File: config.mk
export PLATFORM = sky130hd
export DESIGN_NAME = store_narrow_32_16
export DESIGN_NICKNAME = d
export VERILOG_FILES = /design/src/rtl/store_narrow_32_16.sv
export SDC_FILE = /design/constraint.sdc
export NUM_CORES = 1
export LEC_CHECK = 0
export CAP_MARGIN = 10
export CORE_UTILIZATION = 30
export DETAILED_ROUTE_END_ITERATION = 10
export GPL_TIMING_DRIVEN = 0
export PLACE_DENSITY = 0.64
export SLEW_MARGIN = 0
export SYNTH_ARGS = -nofsm -noshare
export SYNTH_HDL_FRONTEND = slang
export SYNTH_SLANG_ARGS = --single-unit
export TNS_END_PERCENT = 20
File: constraint.sdc
create_clock -name clk -period 2.6 [get_ports clk]
set_input_delay 0.78 -clock clk [delete_from_list [all_inputs] [get_ports clk]]
set_output_delay 0.78 -clock clk [all_outputs]
set_load 0.01 [all_outputs]
File: src/rtl/store_narrow_32_16.sv
// Store-path width reducer: one 32-bit store becomes one or two
// 16-bit little-endian beats, with byte enables and misalign detection.
module store_narrow_32_16 #(
  parameter int ADDR_W = 32
) (
  input  logic              clk,
  input  logic              rst,
  input  logic              in_valid,
  output logic              in_ready,
  input  logic [ADDR_W-1:0] in_addr,
  input  logic [31:0]       in_data,
  input  logic [1:0]        in_size,
  output logic              out_valid,
  input  logic              out_ready,
  output logic [ADDR_W-1:0] out_addr,
  output logic [15:0]       out_data,
  output logic [1:0]        out_be,
  output logic              out_last,
  output logic              misalign_err
);

  typedef enum logic [1:0] {
    IDLE  = 2'd0,
    BEAT0 = 2'd1,
    BEAT1 = 2'd2
  } state_t;

  state_t            r_state;
  state_t            w_state_nx;
  logic [ADDR_W-1:0] r_addr;
  logic [ADDR_W-1:0] w_addr_nx;
  logic [15:0]       r_data;
  logic [15:0]       w_data_nx;
  logic [15:0]       r_hi;
  logic [15:0]       w_hi_nx;
  logic [1:0]        r_be;
  logic [1:0]        w_be_nx;
  logic              r_last;
  logic              w_last_nx;
  logic              r_err;
  logic              w_err_nx;

  logic w_word;
  logic w_half;
  logic w_byte;

  assign w_word = (in_size == 2'b10) && (in_addr[1:0] == 2'b00);
  assign w_half = (in_size == 2'b01) && !in_addr[0];
  assign w_byte = (in_size == 2'b00);

  always_ff @(posedge clk) begin
    if (rst) begin
      r_state <= IDLE;
      r_addr  <= '0;
      r_data  <= '0;
      r_hi    <= '0;
      r_be    <= '0;
      r_last  <= 1'b0;
      r_err   <= 1'b0;
    end else begin
      r_state <= w_state_nx;
      r_addr  <= w_addr_nx;
      r_data  <= w_data_nx;
      r_hi    <= w_hi_nx;
      r_be    <= w_be_nx;
      r_last  <= w_last_nx;
      r_err   <= w_err_nx;
    end
  end

  always_comb begin
    w_state_nx = r_state;
    w_addr_nx  = r_addr;
    w_data_nx  = r_data;
    w_hi_nx    = r_hi;
    w_be_nx    = r_be;
    w_last_nx  = r_last;
    w_err_nx   = 1'b0;
    unique case (r_state)
      IDLE: begin
        if (in_valid) begin
          unique case (1'b1)
            w_word: begin
              w_state_nx = BEAT0;
              w_addr_nx  = in_addr;
              w_data_nx  = in_data[15:0];
              w_hi_nx    = in_data[31:16];
              w_be_nx    = 2'b11;
              w_last_nx  = 1'b0;
            end
            w_half: begin
              w_state_nx = BEAT0;
              w_addr_nx  = in_addr;
              w_data_nx  = in_data[15:0];
              w_be_nx    = 2'b11;
              w_last_nx  = 1'b1;
            end
            w_byte: begin
              w_state_nx = BEAT0;
              w_addr_nx  = {in_addr[ADDR_W-1:1], 1'b0};
              w_data_nx  = {in_data[7:0], in_data[7:0]};
              w_be_nx    = in_addr[0] ? 2'b10 : 2'b01;
              w_last_nx  = 1'b1;
            end
            default: w_err_nx = 1'b1;
          endcase
        end
      end
      BEAT0: begin
        if (out_ready) begin
          if (r_last) begin
            w_state_nx = IDLE;
          end else begin
            // wraps modulo 2^ADDR_W by construction
            w_state_nx = BEAT1;
            w_addr_nx  = r_addr + ADDR_W'(2);
            w_data_nx  = r_hi;
            w_be_nx    = 2'b11;
            w_last_nx  = 1'b1;
          end
        end
      end
      BEAT1: begin
        if (out_ready) w_state_nx = IDLE;
      end
      default: w_state_nx = IDLE;
    endcase
  end

  assign in_ready     = (r_state == IDLE);
  assign out_valid    = (r_state != IDLE);
  assign out_addr     = r_addr;
  assign out_data     = r_data;
  assign out_be       = r_be;
  assign out_last     = r_last;
  assign misalign_err = r_err;

endmodule

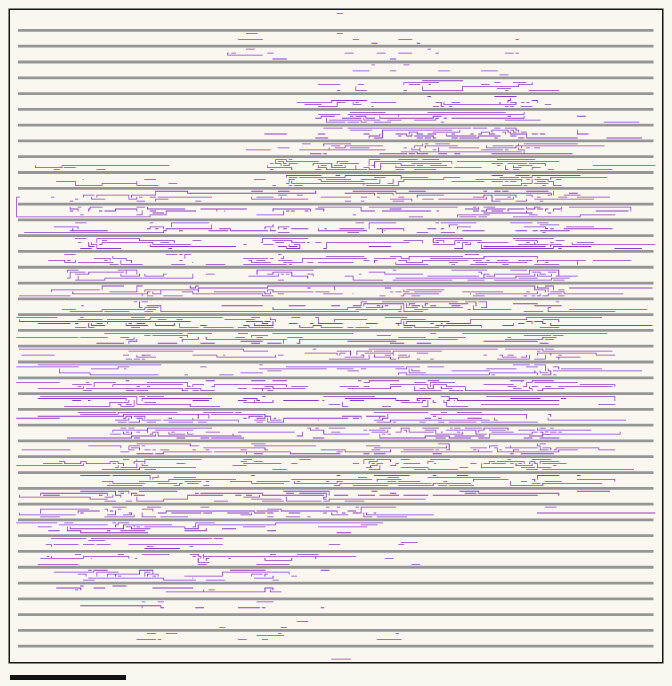
Figure 1: met1 routing.
Bar = 20 um. Supply wires on this layer in gray.
wire length on this layer = 5770 um
nets with wire on the layer = 601

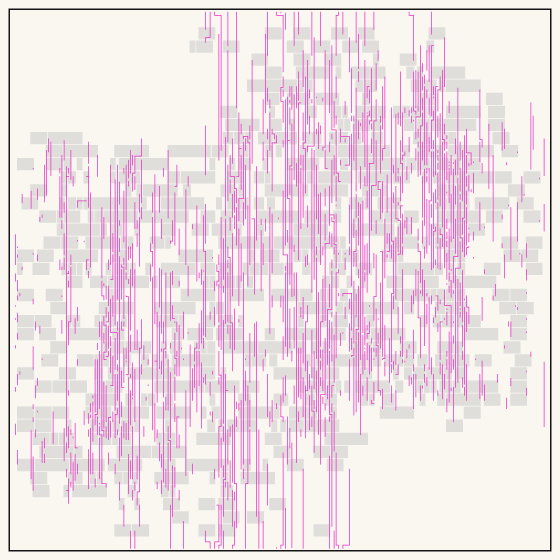
Figure 2: met2 routing.
nets with wire on the layer = 570
longest straight run = 56.1 um
wire length on this layer = 6230 um
share of all routed wire = 46%
main direction = vertical

==> deck_impl_summary.md <==
Flow Results at a Glance

Critical path
  • Required time worst endpoint: 2.85 ns
  • Cell count along the critical path: 8
  • Setup Crit Path Kind: in2reg
  • Delay of the slowest cell on the worst path: 0.54 ns
  • Category of cells accounting for the largest share of critical-path delay: buffers and inverters
  • Critical Path End Type: flop
  • Beginning of the worst register-to-register path: out_addr[1]
  • Worst setup path end: out_addr[23]
  • Arr. time, crit path: 2.73 ns

Outcome
  • Violations in the final reports: DRC
  • Status: finished, violations left

Placed design
  • Worst setup slack after placement: -0.485 ns
  • HPWL after detailed placement: 9.88 mm
  • Placed cell count: 750
  • Total of buffers placed on input and output ports: 122
  • Cell area reported after detailed placement: 0.00505 mm2

Clock tree
  • CTS tree: built
  • Largest buffer count on any clock path: 2
  • Count of cells resized by post-cts repair: 3
  • Sink count of the clock tree: 70
  • Clock-pin slew on the worst setup and hold paths: 0.07 ns
  • Master cell of the clock root buffer: sky130_fd_sc_hd__clkbuf_16
  • Maximum level of the CTS H-tree: 3

Synth
  • Post-Synthesis Cells: 485
  • Number of cells in Yosys stat: 485
  • Yosys top cell by area: sky130_fd_sc_hd__dfxtp_1
  • EDFF count, synth: 0
  • Cell Area, Synth: 0.00365 mm2
  • Most frequent cells after synthesis: sky130_fd_sc_hd__nand2_1 (91), sky130_fd_sc_hd__dfxtp_1 (70), sky130_fd_sc_hd__a21oi_1 (58)
  • Nets at Floorplan: 556
  • Average size of a mapped cell: 7.53 um2
  • Asr flop ratio synth: 0
  • Synth mux share: 0.00274
  • Yosys top cell by instances: sky130_fd_sc_hd__nand2_1
  • Number of synthesized register bits: 70
  • Synth top area cells: sky130_fd_sc_hd__dfxtp_1 (38%), sky130_fd_sc_hd__nand2_1 (9.4%), sky130_fd_sc_hd__a21oi_1 (8.0%), sky130_fd_sc_hd__o21ai_0 (4.2%), sky130_fd_sc_hd__nor2_1 (3.8%)
  • Adder-cell share of the synthesized area: 0.00343
  • Leading register cell type out of synthesis: sky130_fd_sc_hd__dfxtp_1

Route
  • DRC violations left: 10
  • Met3 routed wirelength: 1.26 mm
  • Met2 WL post-DR: 6.23 mm
  • Routed vias/inst: 5.53
  • Total vias in the final route: 4236
  • Detail Route Antenna Nets: 0
  • Routed WL per cell: 17.5 um

STA
  • Final Max Slew Viols: 0
  • Worst setup skew after layout: 0.0111 ns
  • Setup repair after global routing missed its margin: no
  • Final Hold Violation Tally: 0
  • Min Clock Period, post-route: 2.48 ns
  • Fraction of the cycle the final worst path needs: 0.953
  • Max-slew headroom at the worst pin: 0.587

Finish
  • Post-route cell area: 0.00537 mm2
  • Clock tree buffer count of the final layout: 9
  • Number of non-clock inverters in the layout: 7
  • Flip-flop count of the largest register after layout: 32
  • Combinational gates: 366
  • Most used logic cell in the final layout: sky130_fd_sc_hd__clkdlybuf4s50_1
  • Flip-flop and latch area: 0.00140 mm2
  • Flop count: 70
  • Post-Route Utilization: 0.463
  • Post-layout net count: 689
  • Sequential fraction of total cell area: 0.261
  • Data-path buffer share of cell area in the final layout: 0.266
  • Filler Cell Count: 1158
  • Fraction of area in clock buffers and inverters: 0.0568

Global route
  • Layer with the highest usage after global routing: met2
  • Pin count of the biggest net entering global routing: 15
  • First-pass GRT wire length: 21.3 mm
  • Vias in the first global route: 4079
  • Met1 demand-to-capacity share in global routing: 0.283
  • Remaining global-route overflow: 0

Flow run
  • Number of warnings in the stage logs: 26

Pwr
  • Design Power: 3.14 mW
  • Combinational share of power: 0.203
  • Combinational-cell power consumption: 0.637 mW
  • Power consumed by the clock network: 1.28 mW
  • Sequential power: 1.22 mW

Floorplan
  • Die Wd: 112 um
  • Tap cell count: 143
  • Area of the die: 0.0126 mm2
  • Placeable core region: 0.0116 mm2
  • Placement Rows: 39
  • Boundary Pins: 124

Worst hold path
  • Hold Crit Endpoint: out_data[15]
  • Worst min path class: reg2reg
Power figures rest on the tool's default switching activity, not on a simulated workload.
